<file path="src/rtl/bus_term_ctrl_if.sv">
// rtl/bus_term_ctrl_if.sv - CPU bus, device decode and watchdog signals of the termination controller
interface bus_term_ctrl_if #(parameter int WAIT_W = 4) ();
   logic              as_n;
   logic              dev_sel;
   logic              dev_ext;
   logic [WAIT_W-1:0] dev_wait;
   logic              dev_dtack_n;
   logic              wd_berr_n;
   logic              wd_clr;
   logic              dtack_n;
   logic              berr_n;
   logic              busy;

   modport master (
      output as_n, dev_sel, dev_ext, dev_wait, dev_dtack_n, wd_berr_n,
      input  wd_clr, dtack_n, berr_n, busy
   );

   modport slave (
      input  as_n, dev_sel, dev_ext, dev_wait, dev_dtack_n, wd_berr_n,
      output wd_clr, dtack_n, berr_n, busy
   );
endinterface

</file>
<file path="src/rtl/bus_term_ctrl.sv">
// rtl/bus_term_ctrl.sv - 68000 bus-cycle termination (DTACK/BERR) ahead of the bus watchdog
// Optional saturating bus-error counter on berr_cnt when BUS_TERM_BERR_CNT_EN is defined.
module bus_term_ctrl #(
   parameter int WAIT_W = 4
) (
   input  logic       clk,
   input  logic       clr,
`ifdef BUS_TERM_BERR_CNT_EN
   output logic [7:0] berr_cnt,
`endif
   bus_term_ctrl_if.slave bus
);

   typedef enum logic [2:0] {
      ST_IDLE, ST_WAIT, ST_EXT, ST_NOMAP, ST_ACK, ST_ERR
   } state_t;

   state_t            state, nxt;
   logic              as_s1, as_s;
   logic [WAIT_W-1:0] cnt, cnt_nxt;
   logic              dtack_q, berr_q, wd_clr_q, busy_q;

   // Strobe release (abort or normal end) is tested first in every non-idle state.
   always_comb begin
      nxt     = state;
      cnt_nxt = cnt;
      case (state)
         ST_IDLE: begin
            if (!as_s) begin
               if (!bus.dev_sel)
                  nxt = ST_NOMAP;
               else if (bus.dev_ext)
                  nxt = ST_EXT;
               else if (bus.dev_wait == '0)
                  nxt = ST_ACK;
               else begin
                  nxt     = ST_WAIT;
                  cnt_nxt = bus.dev_wait;
               end
            end
         end
         ST_WAIT: begin
            if (as_s)
               nxt = ST_IDLE;
            else if (cnt == WAIT_W'(1))
               nxt = ST_ACK;
            else if (!bus.wd_berr_n)
               nxt = ST_ERR;
            else
               cnt_nxt = cnt - WAIT_W'(1);
         end
         ST_EXT: begin
            if (as_s)
               nxt = ST_IDLE;
            else if (!bus.dev_dtack_n)
               nxt = ST_ACK;
            else if (!bus.wd_berr_n)
               nxt = ST_ERR;
         end
         ST_NOMAP: begin
            if (as_s)
               nxt = ST_IDLE;
            else if (!bus.wd_berr_n)
               nxt = ST_ERR;
         end
         ST_ACK, ST_ERR: begin
            if (as_s)
               nxt = ST_IDLE;
         end
         default: nxt = ST_IDLE;
      endcase
   end

   // Outputs are derived from the next state so they change together with it.
   always_ff @(posedge clk) begin
      if (clr) begin
         state    <= ST_IDLE;
         as_s1    <= 1'b1;
         as_s     <= 1'b1;
         cnt      <= '0;
         dtack_q  <= 1'b1;
         berr_q   <= 1'b1;
         wd_clr_q <= 1'b1;
         busy_q   <= 1'b0;
      end else begin
         as_s1    <= bus.as_n;
         as_s     <= as_s1;
         state    <= nxt;
         cnt      <= cnt_nxt;
         dtack_q  <= (nxt != ST_ACK);
         berr_q   <= (nxt != ST_ERR);
         wd_clr_q <= (nxt == ST_IDLE) || (nxt == ST_ACK) || (nxt == ST_ERR);
         busy_q   <= (nxt != ST_IDLE);
      end
   end

`ifdef BUS_TERM_BERR_CNT_EN
   always_ff @(posedge clk) begin
      if (clr)
         berr_cnt <= 8'd0;
      else if (nxt == ST_ERR && state != ST_ERR && berr_cnt != 8'hFF)
         berr_cnt <= berr_cnt + 8'd1;
   end
`endif

   assign bus.dtack_n = dtack_q;
   assign bus.berr_n  = berr_q;
   assign bus.wd_clr  = wd_clr_q;
   assign bus.busy    = busy_q;

endmodule

</file>
<file path="src/flat_wrapper.sv">
// flat-port wrapper written by rule: the top's interface ports become plain ports
module bus_term_ctrl_flat 
#(
   parameter int WAIT_W = 4
)
  (clk, clr, bus_as_n, bus_dev_sel, bus_dev_ext, bus_dev_wait, bus_dev_dtack_n, bus_wd_berr_n, bus_wd_clr, bus_dtack_n, bus_berr_n, bus_busy);
  bus_term_ctrl_if #(.WAIT_W(WAIT_W)) bus_i ();
  input  logic clk;
  input  logic clr;
  input wire logic [$bits(bus_i.as_n)-1:0] bus_as_n;
  input wire logic [$bits(bus_i.dev_sel)-1:0] bus_dev_sel;
  input wire logic [$bits(bus_i.dev_ext)-1:0] bus_dev_ext;
  input wire logic [$bits(bus_i.dev_wait)-1:0] bus_dev_wait;
  input wire logic [$bits(bus_i.dev_dtack_n)-1:0] bus_dev_dtack_n;
  input wire logic [$bits(bus_i.wd_berr_n)-1:0] bus_wd_berr_n;
  output wire logic [$bits(bus_i.wd_clr)-1:0] bus_wd_clr;
  output wire logic [$bits(bus_i.dtack_n)-1:0] bus_dtack_n;
  output wire logic [$bits(bus_i.berr_n)-1:0] bus_berr_n;
  output wire logic [$bits(bus_i.busy)-1:0] bus_busy;
  assign bus_i.as_n = bus_as_n;
  assign bus_i.dev_sel = bus_dev_sel;
  assign bus_i.dev_ext = bus_dev_ext;
  assign bus_i.dev_wait = bus_dev_wait;
  assign bus_i.dev_dtack_n = bus_dev_dtack_n;
  assign bus_i.wd_berr_n = bus_wd_berr_n;
  assign bus_wd_clr = bus_i.wd_clr;
  assign bus_dtack_n = bus_i.dtack_n;
  assign bus_berr_n = bus_i.berr_n;
  assign bus_busy = bus_i.busy;
  bus_term_ctrl #(.WAIT_W(WAIT_W)) u_core (.clk(clk), .clr(clr), .bus(bus_i));
endmodule
</file>
<file path="config.mk">
export PLATFORM = sky130hd
export DESIGN_NAME = bus_term_ctrl_flat
export DESIGN_NICKNAME = d
export VERILOG_FILES = /design/src/rtl/bus_term_ctrl_if.sv /design/src/rtl/bus_term_ctrl.sv /design/src/flat_wrapper.sv
export SDC_FILE = /design/constraint.sdc
export NUM_CORES = 1
export LEC_CHECK = 0
export ABC_CLOCK_PERIOD_IN_PS = 4530
export CORE_UTILIZATION = 45
export CTS_CLUSTER_DIAMETER = 80
export DETAILED_ROUTE_END_ITERATION = 6
export PLACE_DENSITY_LB_ADDON = 0.12
export SYNTH_ARGS = -nofsm -noshare
export SYNTH_HDL_FRONTEND = slang
export SYNTH_SLANG_ARGS = --single-unit
</file>
<file path="constraint.sdc">
create_clock -name clk -period 4.53 [get_ports clk]
set_clock_uncertainty 0.2 [all_clocks]
set_input_delay 0.453 -clock clk [delete_from_list [all_inputs] [get_ports clk]]
set_output_delay 0.453 -clock clk [all_outputs]
set_load 0.02 [all_outputs]
</file>
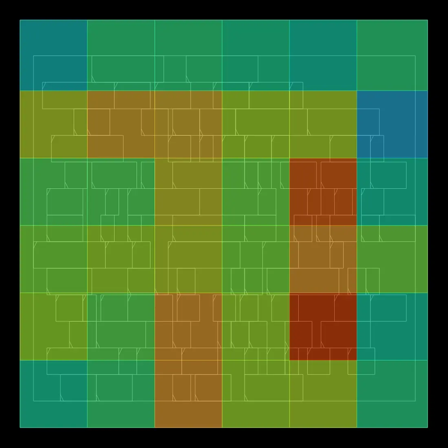
Run 1: routing congestion map
met1 global-route usage: 0.210
Most Crowded Layer GR: met2

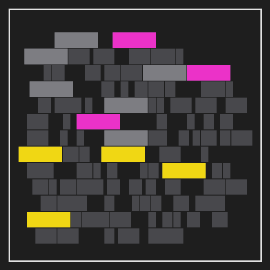
Run 1: sequential cells coloured by netlist name
Drawn at 6 px/µm. Other sequential cells in the stronger grey, the rest of the logic in the fainter grey.
[magenta] u_core.state | placed flops: 3
[yellow] u_core.cnt | placed flops: 4
not coloured: 6

==> changes_impl.md, run 1 <==
### Metrics

* Hold Vio Cnt, Final at 0
* Cell count in the Yosys report at 81
* Yosys warns at 0
* Critical-path maximum fanout at 7
* Post-Syn Instances at 81
* Dominant register cell: dfxtp_1
* 1st-iter DRT viols at 1
* Seq area share at 0.299
* Slew margin rel. at 0.744
* Final wirelength at about 1400 µm
* FF-to-FF End: u_core.cnt[0]$_SDFFE_PP0P_
* Mapped cell area at a little over 700 µm²
* CP Cell Sequence: clkdlybuf4s50_1 > nor4_2 > o32ai_2 > nand2_1 > or4_1 > o31ai_1
* Seq pwr share at 0.538
* Reg area at between 200 and 300 µm²
* Vias per Instance at 5.41
* Resized cells post-CTS at 0
* Met2 Usage GRT at 0.331
* Total Nets Final at about 110
* Critical path depth at 6
* Residual DRC at 0
* FMAX at ~0.45 GHz
* Yosys simple share at 0.292
* Die area at roughly 1700 µm²
* Placed cell areas at 843 µm²
* Worst Setup SP: bus_dev_wait[0]
* Leakage at about 0.32 nW
* I/O Buffers at 14
* Net Sw Frac at 0.240
* Buffers & Inverters on Critical Path at 1
* FFs w/ async S/R, synth at 0
* Top cells by area: dfxtp_1, nor2_1, a21oi_1
* Final ANT Viol Nets at 0
* Crit path largest cell delay at roughly 0.56 ns
* Area growth syn-to-layout at 22.4%
* Post-synth EDFFs at 0
* GR Overflow Total at 0
* Max reg flops at 4
* Std cell rows at 13
* RSZ-0062 raised after global routing: no
* Sum of negative setup slack at 0 ns
* Setup violations, final at 0
* Top flop regs: u_core.cnt x4, u_core.state x3
* Commonest Layout Cell: clkdlybuf4s50_1
* Xor/xnor share at 0
* Met1 Wirelength at roughly 670 µm
* Final worst slack at between 2 and 2.5 ns
* Global Route Usage Sum at 0.181
* TritonCTS clock tree: done
* Met3 Track Usage GR at 0.0435
* Clock Path Buffers at 2
* Status: finished, final reports clean
* Top-area cell share at 0.366
* Wire length on met3 at approximately 45 µm
* Placed cell count at 107
* H-tree levels at 1
* Insertion Delay late pin at between 0.2 and 0.3 ns
* CTS Buf Count at 3
* Total number of vias at around 600
* Register-to-Register Path Depth at 7
* Leading power group: registers
* # hold bufs at CTS at 0
* Clk Tree Root Cell: clkbuf_4
* Filler cells at 130
* Clock sinks at 13
* Post-CTS setup buffers at 0
* Adder Area Share at 0.0352
* Routed wl met2 at roughly 700 µm
* Most frequent cells after synthesis: dfxtp_1, nor2_1, inv_1, nand2_1
* Max Slew Vio Count at 0
* Clock buf/inv share at 0.0302
* Hold path start: u_core.as_s1$_SDFF_PP1_
* # IOs at 15
* Hold worst-path end: u_core.as_s$_SDFF_PP1_
* Area leader, netlist: dfxtp_1
* Post-synth regs at 13
* Highest metal used: met4
* Dominant combinational family: simple AND/OR/NAND/NOR gates
* # Taps at 15
* Non-filler cells, final at 111
* Clock network power share at 0.324
* WS Path Type: in -> reg
* AND-OR/OR-AND share of the synthesized area at 0.210
* Design Area, Final at approximately 870 µm²
* Startpoint types: input port
* Synth top cell by count: dfxtp_1
* Overall Power at approximately 0.22 mW
* Largest net degree at the start of global routing at 12
* Floorplan Nets at about 94
* Initial antenna violation count at 0
* Switching Power at 0.0531 mW
* Non-clock buffers at 14
* Slowest CP cell: clkdlybuf4s50_1
* Register name with the most flops: u_core.cnt
* Gate Area at 402 µm²
* Post-DP HPWL at 1100 µm
* Worst EP required at roughly 4.5 ns
* Layout clock buffer count at 4
* Log Warnings at 27
* Dominant logic cell types in the final layout: clkdlybuf4s50_1, dfxtp_1, nor2_1, inv_1, nand2_1
* Power in the clock group at 0.0717 mW
* Multi-In Gates at 59
* Mux area share at 0.0282
* Flip-flops at 13
* Total core area at 1380 µm²
* Max-Cap Viols at 0
* Seq power at around 0.12 mW
* CP Capture Point: u_core.cnt[0]$_SDFFE_PP0P_
* WL/cell at 12.9 µm
* FP Core Util at 0.514
* Comb pwr at 0.0307 mW
* Gate power share at 0.139
* Global-route wire length before repair at ~2500 µm
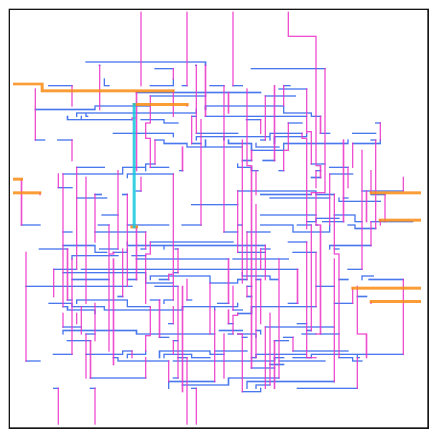
Run 1: routed metal, one colour a layer
Drawn at 10 px/µm.
[magenta] metal 2 | wire length: 699 µm
[cyan] metal 4 | wire length: 12.2 µm
[blue] metal 1 | wire length: 672 µm
[orange] metal 3 | wire length: 45.5 µm

==> run 2: changes to the inputs <==
Settings changed: ABC_CLOCK_PERIOD_IN_PS 4530 to 2300.
Clock period 4.53 ns to 2.3 ns, I/O delays scaled along.
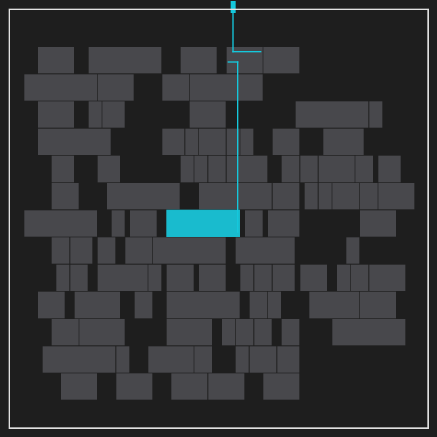
Run 2: I/O nets highlighted
Drawn at 10 px/µm.
[cyan] bus_wd_clr | bits: 1 | direction: output | edge: top | end cells: 1 | buffers: 1 | wire: 24.6 µm

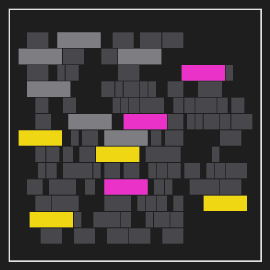
Run 2: sequential cells coloured by netlist name
Drawn at 6 px/µm. Other sequential cells in the stronger grey, the rest of the logic in the fainter grey.
[magenta] u_core.state | placed flops: 3
[yellow] u_core.cnt | placed flops: 4
not coloured: 6

==> changes_impl.md, run 2 <==
### Metrics

* Status: finished, final reports clean
* Register name with the most flops: u_core.cnt
* Slowest CP cell: or3b_1
* Met2 Usage GRT at 0.294 (-0.0375)
* Hold Vio Cnt, Final at 0 (unchanged)
* Filler cells at 123 (-5.4%)
* Total Nets Final at 112 (+1.8%)
* Xor/xnor share at 0 (unchanged)
* Power in the clock group at 0.147 mW (+110%)
* Yosys simple share at 0.292 (unchanged)
* Std cell rows at 13 (unchanged)
* Clock buf/inv share at 0.0311 (+0.000858)
* Post-synth EDFFs at 0 (unchanged)
* Net Sw Frac at 0.256 (+0.0163)
* H-tree levels at 1 (unchanged)
* Die area at 1740 µm² (unchanged)
* WS Path Type: reg -> reg
* Highest metal used: met3
* Buffers & Inverters on Critical Path at 0 (-1)
* Area growth syn-to-layout at 24.6%
* Post-Syn Instances at 81 (unchanged)
* Commonest Layout Cell: clkdlybuf4s50_1
* Worst Setup SP: u_core.state[0]$_SDFF_PP0_
* Mapped cell area at 711 µm² (unchanged)
* Met1 Wirelength at 700 µm (+4.2%)
* Worst EP required at 2.30 ns (-2.21 ns)
* Initial antenna violation count at 0 (unchanged)
* Crit path largest cell delay at 0.55 ns (about the same)
* FF-to-FF End: u_core.cnt[0]$_SDFFE_PP0P_
* Slew margin rel. at 0.711 (-0.0332)
* Most Crowded Layer GR: met2
* Resized cells post-CTS at 0 (unchanged)
* Critical path depth at 4 (-2)
* Dominant combinational family: simple AND/OR/NAND/NOR gates
* Hold path start: u_core.as_s1$_SDFF_PP1_
* Top-area cell share at 0.366 (unchanged)
* Area leader, netlist: dfxtp_1
* Dominant register cell: dfxtp_1
* Clock sinks at 13 (unchanged)
* Overall Power at 0.444 mW (+100%)
* Reg area at 260 µm² (unchanged)
* Yosys warns at 0 (unchanged)
* WL/cell at 12.3 µm (-4.1%)
* Startpoint types: flip-flop
* CP Cell Sequence: or3b_1 > nor2b_4 > or4_1 > o31ai_1
* Seq power at 0.235 mW (+97%)
* Leading power group: registers
* Flip-flops at 13 (unchanged)
* GR Overflow Total at 0 (unchanged)
* Max reg flops at 4 (unchanged)
* I/O Buffers at 14 (unchanged)
* Switching Power at 0.114 mW (+110%)
* Hold worst-path end: u_core.as_s$_SDFF_PP1_
* Met3 Track Usage GR at 0.0652 (+0.0217)
* Largest net degree at the start of global routing at 11 (-1)
* Layout clock buffer count at 3 (-1)
* Sum of negative setup slack at 0 ns (unchanged)
* Post-CTS setup buffers at 0 (unchanged)
* Setup violations, final at 0 (unchanged)
* CTS Buf Count at 3 (unchanged)
* FMAX at about 0.5 GHz
* Cell count in the Yosys report at 81 (unchanged)
* Max Slew Vio Count at 0 (unchanged)
* 1st-iter DRT viols at 3 (+2)
* Synth top cell by count: dfxtp_1
* Total number of vias at 593 (-1.2%)
* Design Area, Final at 886 µm² (+1.9%)
* Placed cell areas at 858 µm² (+1.8%)
* Clk Tree Root Cell: clkbuf_4
* Dominant logic cell types in the final layout: clkdlybuf4s50_1, dfxtp_1, nor2_1, inv_1, nand2_1
* CP Capture Point: u_core.cnt[0]$_SDFFE_PP0P_
* AND-OR/OR-AND share of the synthesized area at 0.210 (unchanged)
* Clock network power share at 0.331 (+0.007)
* Insertion Delay late pin at 0.28 ns (about the same)
* Wire length on met3 at 61 µm (+36%)
* Gate power share at 0.141 (+0.002)
* Final ANT Viol Nets at 0 (unchanged)
* Most frequent cells after synthesis: dfxtp_1, nor2_1, inv_1, nand2_1
* FP Core Util at 0.514 (unchanged)
* Routed wl met2 at 632 µm (-9.5%)
* Residual DRC at 0 (unchanged)
* Final worst slack at 0.325 ns (-2.00 ns)
* FFs w/ async S/R, synth at 0 (unchanged)
* Post-DP HPWL at 1070 µm (-2.7%)
* Top flop regs: u_core.cnt x4, u_core.state x3
* # IOs at 15 (unchanged)
* Leakage at 0.331 nW (+3.7%)
* Non-clock buffers at 16 (+2)
* Vias per Instance at 5.25 (-2.9%)
==> run 3: changes to the inputs <==
Settings changed: REMOVE_ABC_BUFFERS set to 1.
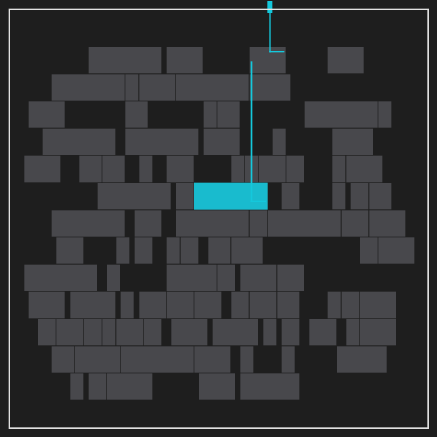
Run 3: I/O nets highlighted
Drawn at 10 px/µm.
[cyan] bus_wd_clr | bits: 1 | direction: output | edge: top | end cells: 1 | buffers: 1 | wire: 20.6 µm

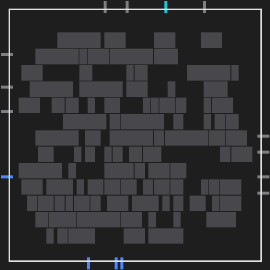
Run 3: pin placement
Drawn at 6 px/µm. Pins as bars across the die edge, other pins in grey.
[cyan] bus_wd_clr | pins: 1 | direction: output | edge: top
[blue] bus_dev_wait | pins: 4 | direction: input | edge: 3 bottom, 1 left

==> changes_impl.md, run 3 <==
### Metrics

* Met2 Usage GRT at 0.313 (+0.0187)
* Post-DP HPWL at 1080 µm (+0.48%)
* Sum of negative setup slack at 0 ns (unchanged)
* CTS Buf Count at 3 (unchanged)
* Switching Power at 0.102 mW (-10%)
* Highest metal used: met3
* Non-clock buffers at 15 (-1)
* Dominant logic cell types in the final layout: clkdlybuf4s50_1, dfxtp_1, nor2_1, inv_1, nand2_1
* Final worst slack at 0.328 ns (+0.00248 ns)
* Max Slew Vio Count at 0 (unchanged)
* Yosys simple share at 0.292 (unchanged)
* CP Cell Sequence: or3b_1 > nor2b_4 > or4_1 > o31ai_1
* Overall Power at 0.434 mW (-2.4%)
* Clock sinks at 13 (unchanged)
* Total number of vias at 604 (+1.9%)
* FFs w/ async S/R, synth at 0 (unchanged)
* Synth top cell by count: dfxtp_1
* Buffers & Inverters on Critical Path at 0 (unchanged)
* Residual DRC at 0 (unchanged)
* Power in the clock group at 0.138 mW (-6%)
* Dominant combinational family: simple AND/OR/NAND/NOR gates
* WL/cell at 12.4 µm (+0.53%)
* Slowest CP cell: or3b_1
* Leakage at 0.324 nW (-2.3%)
* Register name with the most flops: u_core.cnt
* Hold path start: u_core.as_s1$_SDFF_PP1_
* Status: finished, final reports clean
* CP Capture Point: u_core.cnt[0]$_SDFFE_PP0P_
* Setup violations, final at 0 (unchanged)
* Slew margin rel. at 0.760 (+0.0499)
* Hold worst-path end: u_core.as_s$_SDFF_PP1_
* Initial antenna violation count at 0 (unchanged)
* Die area at 1740 µm² (unchanged)
* Insertion Delay late pin at 0.27 ns (about the same)
* Max reg flops at 4 (unchanged)
* Post-CTS setup buffers at 0 (unchanged)
* Clock buf/inv share at 0.0300 (-0.00112)
* Area leader, netlist: dfxtp_1
* AND-OR/OR-AND share of the synthesized area at 0.210 (unchanged)
* 1st-iter DRT viols at 13 (+10)
* GR Overflow Total at 0 (unchanged)
* Area growth syn-to-layout at 23.4%
* Final ANT Viol Nets at 0 (unchanged)
* I/O Buffers at 14 (unchanged)
* Worst EP required at 2.28 ns (-0.02 ns)
* Critical path depth at 4 (unchanged)
* Post-Syn Instances at 81 (unchanged)
* Yosys warns at 0 (unchanged)
* Met3 Track Usage GR at 0.0391 (-0.0261)
* Xor/xnor share at 0 (unchanged)
* Vias per Instance at 5.39 (+2.8%)
* H-tree levels at 1 (unchanged)
* Resized cells post-CTS at 0 (unchanged)
* Seq power at 0.235 mW (about the same)
* Dominant register cell: dfxtp_1
* Most Crowded Layer GR: met2
* Leading power group: registers
* Met1 Wirelength at 657 µm (-6.1%)
* Std cell rows at 13 (unchanged)
* Mapped cell area at 711 µm² (unchanged)
* Filler cells at 126 (+2.4%)
* Worst Setup SP: u_core.state[0]$_SDFF_PP0_
* Reg area at 260 µm² (unchanged)
* Wire length on met3 at 48 µm (-21%)
* FF-to-FF End: u_core.cnt[0]$_SDFFE_PP0P_
* Flip-flops at 13 (unchanged)
* Design Area, Final at 877 µm² (-0.99%)
No activity file was given, so power comes from the tool's default toggle rates.
